File: src/rtl/sprite_pkg.sv
// rtl/sprite_pkg.sv - shared widths, types and helpers for the sprite compositor
package sprite_pkg;

    localparam int COORD_W = 10;
    localparam int COLOR_W = 8;
    localparam int ID_W    = 3;

    localparam logic [ID_W-1:0] BG_ID = '1;

    typedef struct packed {
        logic [COLOR_W-1:0] r;
        logic [COLOR_W-1:0] g;
        logic [COLOR_W-1:0] b;
    } rgb_t;

    typedef struct packed {
        logic [COORD_W-1:0] x;
        logic [COORD_W-1:0] y;
        logic [COORD_W-1:0] s;
        rgb_t               color;
        logic               en;
        logic               blink;
    } obj_t;

    // True when at least two bits are set: clearing the lowest set bit leaves something.
    function automatic logic multi_hit(input logic [15:0] v);
        return (v & (v - 16'd1)) != 16'd0;
    endfunction

endpackage

File: src/rtl/circle_hit.sv
// rtl/circle_hit.sv - S1/S2 datapath for one circular sprite: offset, squared distance, registered hit
module circle_hit #(
    parameter int COORD_W = 10
) (
    input  logic               Clk,
    input  logic               Reset,
    input  logic [COORD_W-1:0] draw_x,
    input  logic [COORD_W-1:0] draw_y,
    input  logic [COORD_W-1:0] obj_x,
    input  logic [COORD_W-1:0] obj_y,
    input  logic [COORD_W-1:0] obj_s,
    input  logic               obj_en,
    input  logic               obj_blink,
    input  logic               blink_phase,
    output logic               hit_q
);
    import sprite_pkg::*;

    localparam int DW = COORD_W + 1;
    localparam int SW = 2 * COORD_W + 2;

    logic signed [DW-1:0]   dx_d, dx_q, dy_d, dy_q;
    logic [COORD_W-1:0]     r_d, r_q;
    logic                   en_d, en_q, blink_d, blink_q;
    logic signed [SW-1:0]   dx_ext, dy_ext, sq_x, sq_y;
    logic [2*COORD_W-1:0]   r_sq;
    logic [SW:0]            dist_sq;
    logic                   hit_d;

    always_comb begin
        dx_d    = {1'b0, draw_x} - {1'b0, obj_x};
        dy_d    = {1'b0, draw_y} - {1'b0, obj_y};
        r_d     = obj_s;
        en_d    = obj_en;
        blink_d = obj_blink;
    end

    // Full-width squares so the largest offsets cannot wrap into a false hit.
    always_comb begin
        dx_ext  = {{(SW-DW){dx_q[DW-1]}}, dx_q};
        dy_ext  = {{(SW-DW){dy_q[DW-1]}}, dy_q};
        sq_x    = dx_ext * dx_ext;
        sq_y    = dy_ext * dy_ext;
        r_sq    = {{COORD_W{1'b0}}, r_q} * {{COORD_W{1'b0}}, r_q};
        dist_sq = {1'b0, sq_x} + {1'b0, sq_y};
        hit_d   = en_q & ~(blink_q & blink_phase) & (dist_sq <= {3'b000, r_sq});
    end

    always_ff @(posedge Clk or posedge Reset) begin
        if (Reset) begin
            dx_q    <= '0;
            dy_q    <= '0;
            r_q     <= '0;
            en_q    <= 1'b0;
            blink_q <= 1'b0;
            hit_q   <= 1'b0;
        end else begin
            dx_q    <= dx_d;
            dy_q    <= dy_d;
            r_q     <= r_d;
            en_q    <= en_d;
            blink_q <= blink_d;
            hit_q   <= hit_d;
        end
    end

endmodule

File: src/rtl/sprite_compositor.sv
// rtl/sprite_compositor.sv - 3-stage circular sprite compositor with blink, priority mux and overlap report
module sprite_compositor #(
    parameter int                     NUM_OBJ      = 4,
    parameter int                     COORD_W      = 10,
    parameter int                     COLOR_W      = 8,
    parameter int                     BLINK_FRAMES = 8,
    parameter logic [3*COLOR_W-1:0]   BG_COLOR     = '0
) (
    input  logic                          Clk,
    input  logic                          Reset,
    input  logic                          frame_start,
    input  logic                          pixel_valid,
    input  logic [COORD_W-1:0]            DrawX,
    input  logic [COORD_W-1:0]            DrawY,
    input  logic [NUM_OBJ*COORD_W-1:0]    obj_x,
    input  logic [NUM_OBJ*COORD_W-1:0]    obj_y,
    input  logic [NUM_OBJ*COORD_W-1:0]    obj_s,
    input  logic [NUM_OBJ*3*COLOR_W-1:0]  obj_color,
    input  logic [NUM_OBJ-1:0]            obj_en,
    input  logic [NUM_OBJ-1:0]            obj_blink,
    output logic [COLOR_W-1:0]            Red,
    output logic [COLOR_W-1:0]            Green,
    output logic [COLOR_W-1:0]            Blue,
    output logic                          pix_valid_out,
    output logic [$clog2(NUM_OBJ):0]      hit_id,
    output logic [NUM_OBJ-1:0]            overlap_mask
);
    import sprite_pkg::*;

    localparam int ID_W  = $clog2(NUM_OBJ) + 1;
    localparam int RGB_W = 3 * COLOR_W;
    localparam int FC_W  = (BLINK_FRAMES > 1) ? $clog2(BLINK_FRAMES) : 1;

    logic [NUM_OBJ-1:0] hit;
    logic               v1_d, v1_q, v2_d, v2_q;
    logic [FC_W-1:0]    frame_cnt_d, frame_cnt_q;
    logic               blink_phase_d, blink_phase_q;
    logic [RGB_W-1:0]   rgb_d, rgb_q;
    logic [ID_W-1:0]    id_d, id_q;
    logic               pvo_d, pvo_q;
    logic [NUM_OBJ-1:0] acc_d, acc_q, mask_d, mask_q;

    for (genvar i = 0; i < NUM_OBJ; i++) begin : g_obj
        circle_hit #(.COORD_W(COORD_W)) u_hit (
            .Clk         (Clk),
            .Reset       (Reset),
            .draw_x      (DrawX),
            .draw_y      (DrawY),
            .obj_x       (obj_x[i*COORD_W +: COORD_W]),
            .obj_y       (obj_y[i*COORD_W +: COORD_W]),
            .obj_s       (obj_s[i*COORD_W +: COORD_W]),
            .obj_en      (obj_en[i]),
            .obj_blink   (obj_blink[i]),
            .blink_phase (blink_phase_q),
            .hit_q       (hit[i])
        );
    end

    always_comb begin
        v1_d          = pixel_valid;
        v2_d          = v1_q;
        frame_cnt_d   = frame_cnt_q;
        blink_phase_d = blink_phase_q;
        if (frame_start) begin
            if (frame_cnt_q == FC_W'(BLINK_FRAMES - 1)) begin
                frame_cnt_d   = '0;
                blink_phase_d = ~blink_phase_q;
            end else begin
                frame_cnt_d = frame_cnt_q + FC_W'(1);
            end
        end
    end

    // Descending scan so the lowest-index hit is the last writer and wins.
    always_comb begin
        rgb_d = '0;
        id_d  = '1;
        pvo_d = v2_q;
        if (v2_q) begin
            rgb_d = BG_COLOR;
            for (int i = NUM_OBJ - 1; i >= 0; i--) begin
                if (hit[i]) begin
                    rgb_d = obj_color[i*RGB_W +: RGB_W];
                    id_d  = ID_W'(i);
                end
            end
        end
    end

    // The S2 result in the pulse cycle still belongs to the frame being closed.
    always_comb begin
        acc_d  = acc_q;
        mask_d = mask_q;
        if (v2_q && multi_hit(16'(hit))) begin
            acc_d = acc_q | hit;
        end
        if (frame_start) begin
            mask_d = acc_d;
            acc_d  = '0;
        end
    end

    always_ff @(posedge Clk or posedge Reset) begin
        if (Reset) begin
            v1_q          <= 1'b0;
            v2_q          <= 1'b0;
            frame_cnt_q   <= '0;
            blink_phase_q <= 1'b0;
            rgb_q         <= '0;
            id_q          <= '1;
            pvo_q         <= 1'b0;
            acc_q         <= '0;
            mask_q        <= '0;
        end else begin
            v1_q          <= v1_d;
            v2_q          <= v2_d;
            frame_cnt_q   <= frame_cnt_d;
            blink_phase_q <= blink_phase_d;
            rgb_q         <= rgb_d;
            id_q          <= id_d;
            pvo_q         <= pvo_d;
            acc_q         <= acc_d;
            mask_q        <= mask_d;
        end
    end

    assign {Red, Green, Blue} = rgb_q;
    assign pix_valid_out      = pvo_q;
    assign hit_id             = id_q;
    assign overlap_mask       = mask_q;

endmodule

File: config.mk
export PLATFORM = sky130hd
export DESIGN_NAME = sprite_compositor
export DESIGN_NICKNAME = d
export VERILOG_FILES = /design/src/rtl/sprite_pkg.sv /design/src/rtl/circle_hit.sv /design/src/rtl/sprite_compositor.sv
export SDC_FILE = /design/constraint.sdc
export NUM_CORES = 2
export LEC_CHECK = 0
export CAP_MARGIN = 15
export CORE_ASPECT_RATIO = 1.4
export CORE_UTILIZATION = 40
export DETAILED_ROUTE_END_ITERATION = 16
export PLACE_DENSITY = 0.61
export SLEW_MARGIN = 10
export SYNTH_ARGS = -nofsm -noshare
export SYNTH_HDL_FRONTEND = slang
export SYNTH_HIERARCHICAL = 1
export SYNTH_SLANG_ARGS = --single-unit
File: constraint.sdc
create_clock -name Clk -period 7.2 [get_ports Clk]
set_clock_uncertainty 0.15 [all_clocks]
set_input_delay 1.44 -clock Clk [delete_from_list [all_inputs] [get_ports Clk]]
set_output_delay 1.44 -clock Clk [all_outputs]
set_load 0.05 [all_outputs]
==> metrics.cfg <==
[final_timing]
rsz0062_at_grt = true
fin_crit_ns = 7.54
setup_viol = 3
setup_ws_ns = -0.341

[synth]
adder_share = 0.520
synth.net_count = 8590
avgSynthCellArea_um2 = 9.00
ys_ff = 182
ys.warnings.count = 6
synth_area_leader_cell = fa_1
postSynth.asyncResetShare = 1.00
ys_cells = 6518

[hold_path]
worstHoldPathCells = 0

[run_status]
outcome = finished with violations
violations = negative setup slack

[drt]
firstDrtPassIters = 6
num_vias = 45800
m1WireLength_mm = 60.6
routed.top_layer = met5

[critical_path]
cp-end-kind = register
critPathKind = reg -> reg
cpMaxStageDelayCell = fa_1
max_stage_delay_ns = 0.54
required_ns = 7.56

[floorplan]
ioPinCount = 280
fp_util = 0.405

[cts]
clk_pin_slew_worst_paths_ns = 0.10
cts_setup_buffers = 28
clockBufferDepth = 2
htree_levels = 4

[flow_run]
warnings = 61

[global_route]
grt.total_usage = 0.206
grt_max_degree = 43

[placed_design]
placement.cell_area_mm2 = 0.0692

[final_layout]
lay_top_cells = inv_1 (1,591), fa_1 (1,004), buf_4 (812)

## metrics by stage
step / cells / utilization / setup TNS [ns] / worst slack, ns / hold slack [ns]
finish: 9473 / 0.496 / -0.498 / -0.341 / 0.205
global route: 9472 / 0.496 / -1.56 / -0.636 / 0.223
CTS: 9425 / 0.487 / -0.286 / -0.286 / 0.207
detailed placement: 9366 / 0.477 / -1.21 / -0.439 / 0.186
global placement: 9366 / 0.477 / -0.734 / -0.384 / 0.198
floorplan: 6518 / - / -0.0129 / -0.0129 / 0.181
## critical path: cells and delay by family (launching register included)
family | cells | cell delay (ns)
xor gates and xnor gates | 2 | 0.28
adders and majority gates | 8 | 3.35
buffers and inverters | 5 | 0.27
and+or+nand+nor | 6 | 1.48
AOI/OAI and AO/OA | 10 | 1.53
DFF | 1 | 0.41
## final cells by class
type	instances	area, um2	share of cell area
antenna	6	15.0	0.000209
clock buffer	17	425	0.00592
clock inverter	15	198	0.00275
inverter	1621	6100	0.0848
multi-input combinational	4597	49000	0.681
sequential	182	4610	0.0640
tap	1920	2400	0.0334
timing repair buffer	1115	9160	0.127
## registers in the layout (all words and copies together) (netlist names)
name,flops
g_obj.u_hit/dx_q,44
g_obj.u_hit/dy_q,44
g_obj.u_hit/r_q,40
rgb_q,24
acc_q,4
g_obj.u_hit/blink_q,4
g_obj.u_hit/en_q,4
g_obj.u_hit/hit_q,4
overlap_mask,4
frame_cnt_q,3
hit_id,3
blink_phase_q,1
pix_valid_out,1
pvo_d,1
v1_q,1
## routing by layer
| metal | vias to the layer above | global-route usage |
|---|---|---|
| li1 | 22300 | - |
| met1 | 22700 | 0.240 |
| met2 | 538 | 0.390 |
| met3 | 208 | 0.0167 |
| met4 | 6 | 0.0793 |
| met5 | - | 0 |
**Placed standard cells**

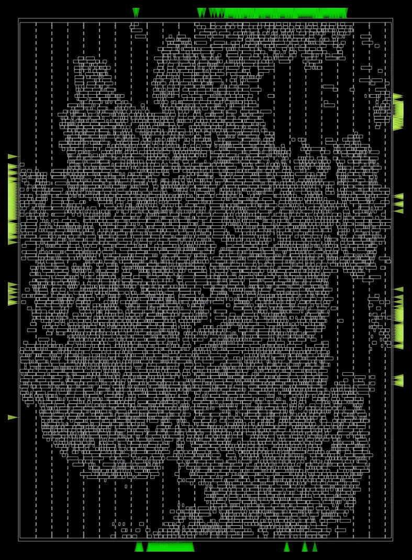
FP Rows: 165
Layout Cells excl Fill: 9,473
Filler Cells Inserted: 13,700
Tapcells: 1,920
area of the core: 0.145 mm2

**Cells coloured by class**

Drawn at 1 px/um.
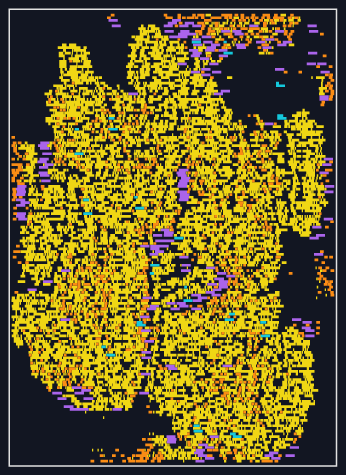
clock drivers and dummy loads -> cyan  # cells 32
registers -> purple  # cells 182
remaining buffers and delay cells -> orange  # cells 1,115
remaining logic cells -> yellow  # cells 6,218
Final Instance Area: 0.0719 mm2
sequential portion of the cell area: 0.0640
final core occ: 0.496

**Sequential cells grouped by signal name**

Drawn at 1 px/um. Other sequential cells in the stronger grey, the rest of the logic in the fainter grey.
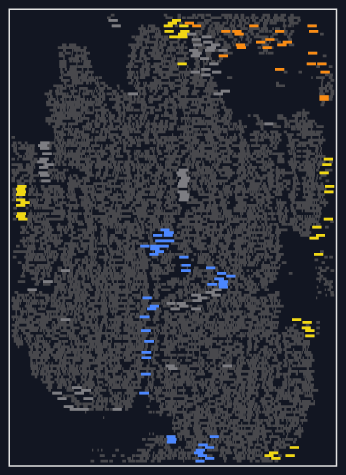
rgb_q -> orange  # placed flops 24, where top right
g_obj.u_hit/dy_q -> blue  # placed flops 44
g_obj.u_hit/r_q -> yellow  # placed flops 40, where all over the die
not coloured = 74
FF/Latch Area: 0.00461 mm2

